==> config.mk <==
export PLATFORM = sky130hd
export DESIGN_NAME = blit_scheduler
export DESIGN_NICKNAME = d
export VERILOG_FILES = /design/src/rtl/blit_pkg.sv /design/src/rtl/blit_scheduler_rr_arbiter.sv /design/src/rtl/blit_scheduler.sv
export SDC_FILE = /design/constraint.sdc
export NUM_CORES = 1
export LEC_CHECK = 0
export CORE_UTILIZATION = 31
export DETAILED_ROUTE_END_ITERATION = 10
export GPL_TIMING_DRIVEN = 0
export HOLD_SLACK_MARGIN = 0.08
export PLACE_DENSITY_LB_ADDON = 0.05
export SLEW_MARGIN = 20
export SYNTH_ARGS = -nofsm -noshare
export SYNTH_HDL_FRONTEND = slang
export SYNTH_SLANG_ARGS = --single-unit
==> constraint.sdc <==
create_clock -name CLOCK_50 -period 2.85 [get_ports CLOCK_50]
set_input_delay 0.4275 -clock CLOCK_50 [delete_from_list [all_inputs] [get_ports CLOCK_50]]
set_output_delay 0.4275 -clock CLOCK_50 [all_outputs]
set_load 0.01 [all_outputs]
==> src/rtl/blit_pkg.sv <==
// Shared types and constants for the blit scheduler.
// Screen geometry, default colour key and packed-field helpers.
package blit_pkg;

   typedef enum logic [1:0] {
      IDLE,
      RUN,
      DRAIN,
      FIN
   } state_e;

   localparam logic [8:0] SCREEN_W = 9'd160;
   localparam logic [8:0] SCREEN_H = 9'd120;

   localparam logic [11:0] KEY_COLOUR_DEF = 12'h0AE;

   localparam int FIELD_W = 8;

   function automatic int field_lo(input int idx);
      return idx * FIELD_W;
   endfunction

endpackage

==> src/rtl/blit_scheduler_rr_arbiter.sv <==
// Round-robin arbiter: searches from last-granted+1.
// Pointer advances only when enabled and a request wins.
module rr_arbiter #(
   parameter int NREQ = 3,
   parameter int IW   = 2
) (
   input  logic            clk,
   input  logic            rst_n,
   input  logic [NREQ-1:0] req,
   input  logic            en,
   output logic [NREQ-1:0] gnt,
   output logic [IW-1:0]   gnt_idx,
   output logic            any
);

   logic [IW-1:0] ptr_q, ptr_d;
   int j;
   int k;

   always_comb begin
      gnt     = '0;
      gnt_idx = '0;
      any     = 1'b0;
      ptr_d   = ptr_q;
      j       = 0;
      k       = 0;
      for (int i = 0; i < NREQ; i++) begin
         j = int'(ptr_q) + i;
         if (j >= NREQ) j = j - NREQ;
         if (!any && req[j]) begin
            any     = 1'b1;
            gnt[j]  = 1'b1;
            gnt_idx = IW'(j);
         end
      end
      if (en && any) begin
         k = int'(gnt_idx) + 1;
         if (k >= NREQ) k = 0;
         ptr_d = IW'(k);
      end
   end

   always_ff @(posedge clk or negedge rst_n) begin
      if (!rst_n) ptr_q <= '0;
      else        ptr_q <= ptr_d;
   end

endmodule

==> src/rtl/blit_scheduler.sv <==
// Shares the vga_adapter pixel port between ROM blit requesters.
// Row-major ROM walk, one-cycle ROM alignment, colour key, clipping.
module blit_scheduler
   import blit_pkg::*;
#(
   parameter int              NREQ       = 3,
   parameter int              AW         = 15,
   parameter int              CW         = 12,
   parameter logic [CW-1:0]   KEY_COLOUR = KEY_COLOUR_DEF
) (
   input  logic                CLOCK_50,
   input  logic                resetn,
   input  logic [NREQ-1:0]     req,
   input  logic [8*NREQ-1:0]   req_x0,
   input  logic [8*NREQ-1:0]   req_y0,
   input  logic [8*NREQ-1:0]   req_w,
   input  logic [8*NREQ-1:0]   req_h,
   input  logic [NREQ-1:0]     req_key,
   output logic [NREQ-1:0]     grant,
   output logic [NREQ-1:0]     done,
   output logic [AW-1:0]       rom_addr,
   output logic [1:0]          rom_sel,
   input  logic [CW-1:0]       rom_q,
   output logic [7:0]          x,
   output logic [7:0]          y,
   output logic [CW-1:0]       colour,
   output logic                plot,
   output logic                busy
);

   state_e state_q, state_d;

   logic [NREQ-1:0] grant_q, grant_d;
   logic [1:0]      sel_q, sel_d;
   logic [7:0]      x0_q, x0_d;
   logic [7:0]      y0_q, y0_d;
   logic [7:0]      w_q, w_d;
   logic [7:0]      h_q, h_d;
   logic            key_q, key_d;
   logic [7:0]      col_q, col_d;
   logic [7:0]      row_q, row_d;
   logic [AW-1:0]   addr_q, addr_d;
   logic            drain_q, drain_d;

   logic            v1_q, v1_d;
   logic [8:0]      x1_q, x1_d;
   logic [8:0]      y1_q, y1_d;

   logic [7:0]      x_q, x_d;
   logic [7:0]      y_q, y_d;
   logic [CW-1:0]   colour_q, colour_d;
   logic            plot_q, plot_d;

   logic [NREQ-1:0] arb_gnt;
   logic [1:0]      arb_idx;
   logic            arb_any;
   logic            arb_en;
   int              lo;

   assign arb_en = (state_q == IDLE);

   rr_arbiter #(
      .NREQ (NREQ),
      .IW   (2)
   ) u_arb (
      .clk     (CLOCK_50),
      .rst_n   (resetn),
      .req     (req),
      .en      (arb_en),
      .gnt     (arb_gnt),
      .gnt_idx (arb_idx),
      .any     (arb_any)
   );

   always_comb begin
      state_d = state_q;
      grant_d = grant_q;
      sel_d   = sel_q;
      x0_d    = x0_q;
      y0_d    = y0_q;
      w_d     = w_q;
      h_d     = h_q;
      key_d   = key_q;
      col_d   = col_q;
      row_d   = row_q;
      addr_d  = addr_q;
      drain_d = drain_q;
      v1_d    = 1'b0;
      x1_d    = x1_q;
      y1_d    = y1_q;
      lo      = field_lo(int'(arb_idx));

      unique case (state_q)
         IDLE: begin
            if (arb_any) begin
               grant_d = arb_gnt;
               sel_d   = arb_idx;
               x0_d    = req_x0[lo +: FIELD_W];
               y0_d    = req_y0[lo +: FIELD_W];
               w_d     = req_w[lo +: FIELD_W];
               h_d     = req_h[lo +: FIELD_W];
               key_d   = req_key[arb_idx];
               col_d   = '0;
               row_d   = '0;
               addr_d  = '0;
               state_d = RUN;
            end
         end
         RUN: begin
            // Empty rectangles skip straight to completion.
            if (w_q == 8'd0 || h_q == 8'd0) begin
               state_d = FIN;
            end else begin
               v1_d   = 1'b1;
               x1_d   = {1'b0, x0_q} + {1'b0, col_q};
               y1_d   = {1'b0, y0_q} + {1'b0, row_q};
               addr_d = addr_q + 1'b1;
               if (col_q == w_q - 8'd1) begin
                  col_d = '0;
                  if (row_q == h_q - 8'd1) begin
                     drain_d = 1'b0;
                     state_d = DRAIN;
                  end else begin
                     row_d = row_q + 8'd1;
                  end
               end else begin
                  col_d = col_q + 8'd1;
               end
            end
         end
         DRAIN: begin
            drain_d = 1'b1;
            if (drain_q) state_d = FIN;
         end
         FIN: begin
            grant_d = '0;
            state_d = IDLE;
         end
      endcase
   end

   // Output stage: rom_q lines up with the stage-1 coordinate.
   always_comb begin
      x_d      = x_q;
      y_d      = y_q;
      colour_d = colour_q;
      plot_d   = v1_q
               && !(key_q && rom_q == KEY_COLOUR)
               && (x1_q < SCREEN_W)
               && (y1_q < SCREEN_H);
      if (plot_d) begin
         x_d      = x1_q[7:0];
         y_d      = y1_q[7:0];
         colour_d = rom_q;
      end
   end

   always_ff @(posedge CLOCK_50 or negedge resetn) begin
      if (!resetn) begin
         state_q  <= IDLE;
         grant_q  <= '0;
         sel_q    <= '0;
         x0_q     <= '0;
         y0_q     <= '0;
         w_q      <= '0;
         h_q      <= '0;
         key_q    <= 1'b0;
         col_q    <= '0;
         row_q    <= '0;
         addr_q   <= '0;
         drain_q  <= 1'b0;
         v1_q     <= 1'b0;
         x1_q     <= '0;
         y1_q     <= '0;
         x_q      <= '0;
         y_q      <= '0;
         colour_q <= '0;
         plot_q   <= 1'b0;
      end else begin
         state_q  <= state_d;
         grant_q  <= grant_d;
         sel_q    <= sel_d;
         x0_q     <= x0_d;
         y0_q     <= y0_d;
         w_q      <= w_d;
         h_q      <= h_d;
         key_q    <= key_d;
         col_q    <= col_d;
         row_q    <= row_d;
         addr_q   <= addr_d;
         drain_q  <= drain_d;
         v1_q     <= v1_d;
         x1_q     <= x1_d;
         y1_q     <= y1_d;
         x_q      <= x_d;
         y_q      <= y_d;
         colour_q <= colour_d;
         plot_q   <= plot_d;
      end
   end

   assign grant    = grant_q;
   assign done     = (state_q == FIN) ? grant_q : '0;
   assign rom_addr = addr_q;
   assign rom_sel  = sel_q;
   assign x        = x_q;
   assign y        = y_q;
   assign colour   = colour_q;
   assign plot     = plot_q;
   assign busy     = (state_q != IDLE);

endmodule

==> flow_metrics.py <==
# Synthesis and PnR figures
metrics = {
    "hold_path": {
        "min_path_cells": 2,
        "whs_endpoint": "y1_q[2]",
    },
    "route": {
        "wl_met2_um": 9430,
        "routed_wl_um": 20100,
        "drt_first_pass_iters": 5,
    },
    "setup_path": {
        "critPathCapture": "row_q[7]",
        "end_kind": "flip-flop",
        "cpMaxStageDelayCell": "or4_4",
        "reg2reg_to": "row_q[7]",
        "reg2reg_from": "w_q[3]",
        "rrSetupSlack_ps": 100,
        "worst-setup-path-type": "flip-flop to flip-flop",
        "critPathMaxFanout": 5,
        "r2r_cells": 7,
        "cp_slowest_stage_delay_ps": 540,
        "path_depth": 7,
        "startpoint": "w_q[3]",
        "crit_buf_inv": 0,
        "cp_top_family": "simple AND/OR/NAND/NOR gates",
    },
    "floorplan": {
        "fp_util": 0.315,
        "io-pin-count": 169,
    },
    "finish": {
        "layout_top_cell": "clkdlybuf4s50_1",
        "largest_register_ffs": 15,
        "seq_area_um2": 3060,
        "syn_to_final_growth_pct": 41.1,
        "comb_share": 0.388,
        "nFillCells": 2332,
        "mostFrequentLayoutCells": "166 x clkdlybuf4s50_1, 119 x dfrtp_1, 85 x nand2_1",
        "drive_above_1_share": 0.132,
        "n_all_buffers": 212,
        "diodes": 0,
    },
    "power": {
        "p_seq_mw": 2.96,
        "top_power_group": "combinational logic",
        "power.net_switching_mw": 4.35,
        "leakagePower_nw": 4.45,
        "pwr_density_cell_nw_per_um2": 1050,
        "seq_power_share": 0.281,
        "pwr-share-comb": 0.505,
        "p_sw_frac": 0.413,
    },
    "final_timing": {
        "hold_viol_final": 0,
        "worst_pin_slew_ps": 618,
        "tns_ps": 0,
        "fin_ws_ps": 96.5,
        "grt_setup_unrepaired": "true",
        "setup_viol": 0,
        "drv_slew": 0,
        "holdWs_ps": 478,
        "clock.fmax_mhz": 363,
        "min_period_ps": 2750,
        "fin_crit_sh": 0.966,
    },
    "synth": {
        "logic_family": "simple AND/OR/NAND/NOR gates",
        "synthFlopType": "dfrtp_1",
        "fp_nets": 918,
        "synth_top_area_share": 0.430,
        "yosysChipArea_um2": 7110,
        "yosysWarnings": 0,
        "avgSynthCellArea_um2": 9.26,
        "yosys-mux-area-fraction": 0.0940,
        "synth_async_sr_flop_share": 1.00,
        "yosysSeqAreaShare": 0.430,
        "top_cell": "dfrtp_1",
        "ys.flops": 122,
        "common_cells": "122 x dfrtp_1, 85 x nand2_1, 75 x o21ai_0",
        "edf_count": 0,
    },
    "place": {
        "post-place-cells": 1221,
        "io_buffers": 167,
        "place_area_um2": 9170,
        "place_congestion": 0.762,
    },
    "clock_tree": {
        "cts.clk_slew.worst_paths_ps": 60,
        "postCtsHoldBufs": 1,
        "cts_tree": "built",
        "cts_root_buf": "clkbuf_16",
        "cts_setup_buffers": 4,
        "clk_latency_ps": 430,
        "h-tree-depth": 4,
    },
    "global_routing": {
        "grt.busiest_layer": "met2",
        "grt_pass1_vias": 6073,
        "antenna_found_initial": 0,
        "use_met1": 0.251,
    },
    "job": {
        "drv_cap": 0,
    },
    "status": {
        "status": "finished clean",
    },
}
==> images/power_grid.png <==
(2 px per µm) Pins as bars on the die edge.
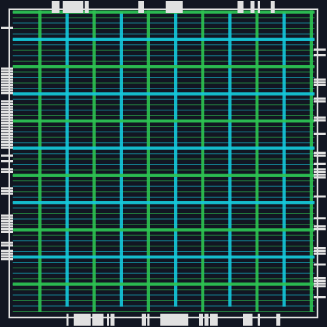
color	net
cyan	VDD
green	VSS
met4 straps	11
signal pins	169
Core Box Area: 22600 µm²
Max rail drop VDD: 0.000548 V
Die Ht: 153 µm
die width: 153 µm

==> images/placement_by_type.png <==
(2 px per µm) Fill, decap, tap and diode cells in gray.
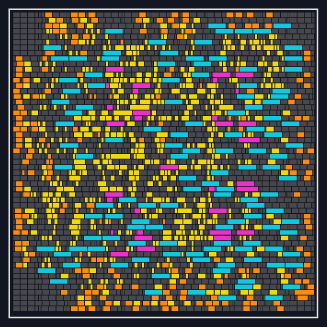
color	class	cells
magenta	clock drivers and dummy loads	32
cyan	flops	122
yellow	combinational and other logic	606
orange	other buffers and delay cells	212
Seq area share: 0.305
row cnt: 55

==> images/clk_routes.png <==
(4 px per µm)
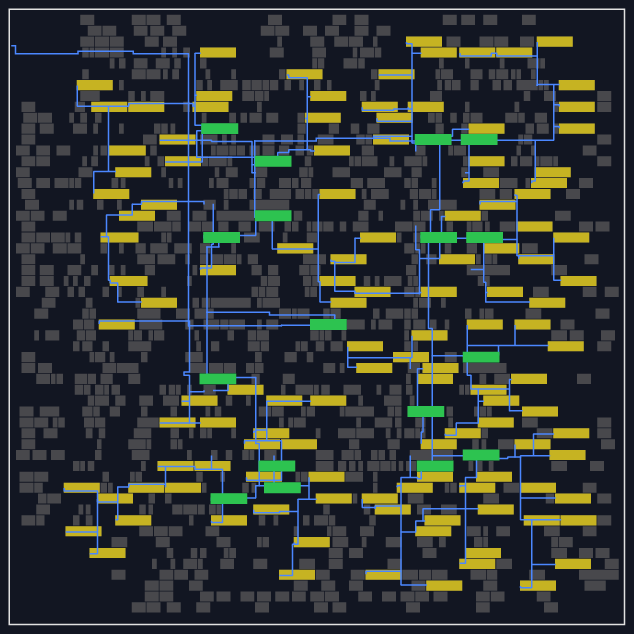
[yellow] flip-flops | count: 122
[blue] clock wires | length: 1860 µm
[green] clock drivers | count: 17
flops lie	widely spread
routed clock nets	18
clk pwr: 2.26 mW
Setup Skew: 17.6 ps

==> images/wires.png <==
(2 px per µm) Only two layers are drawn.
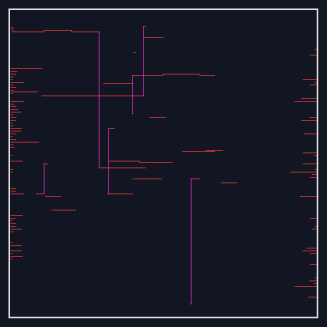
color	layer	wire length
red	metal 3	624 µm
magenta	metal 4	232 µm
DR vias: 6063
DR WL/cell: 16.0 µm
GRT Resource Usage Total: 0.181

==> images/placement.png <==
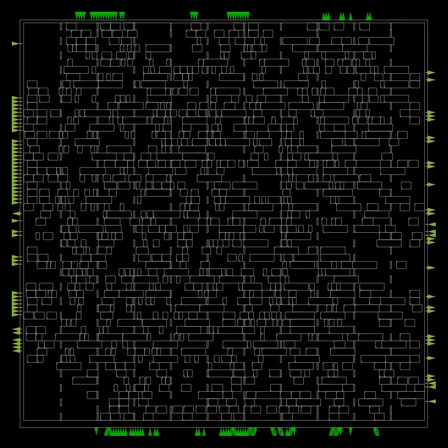
# Taps: 285
registers: 122

Power is estimated from default activity; no workload was simulated.
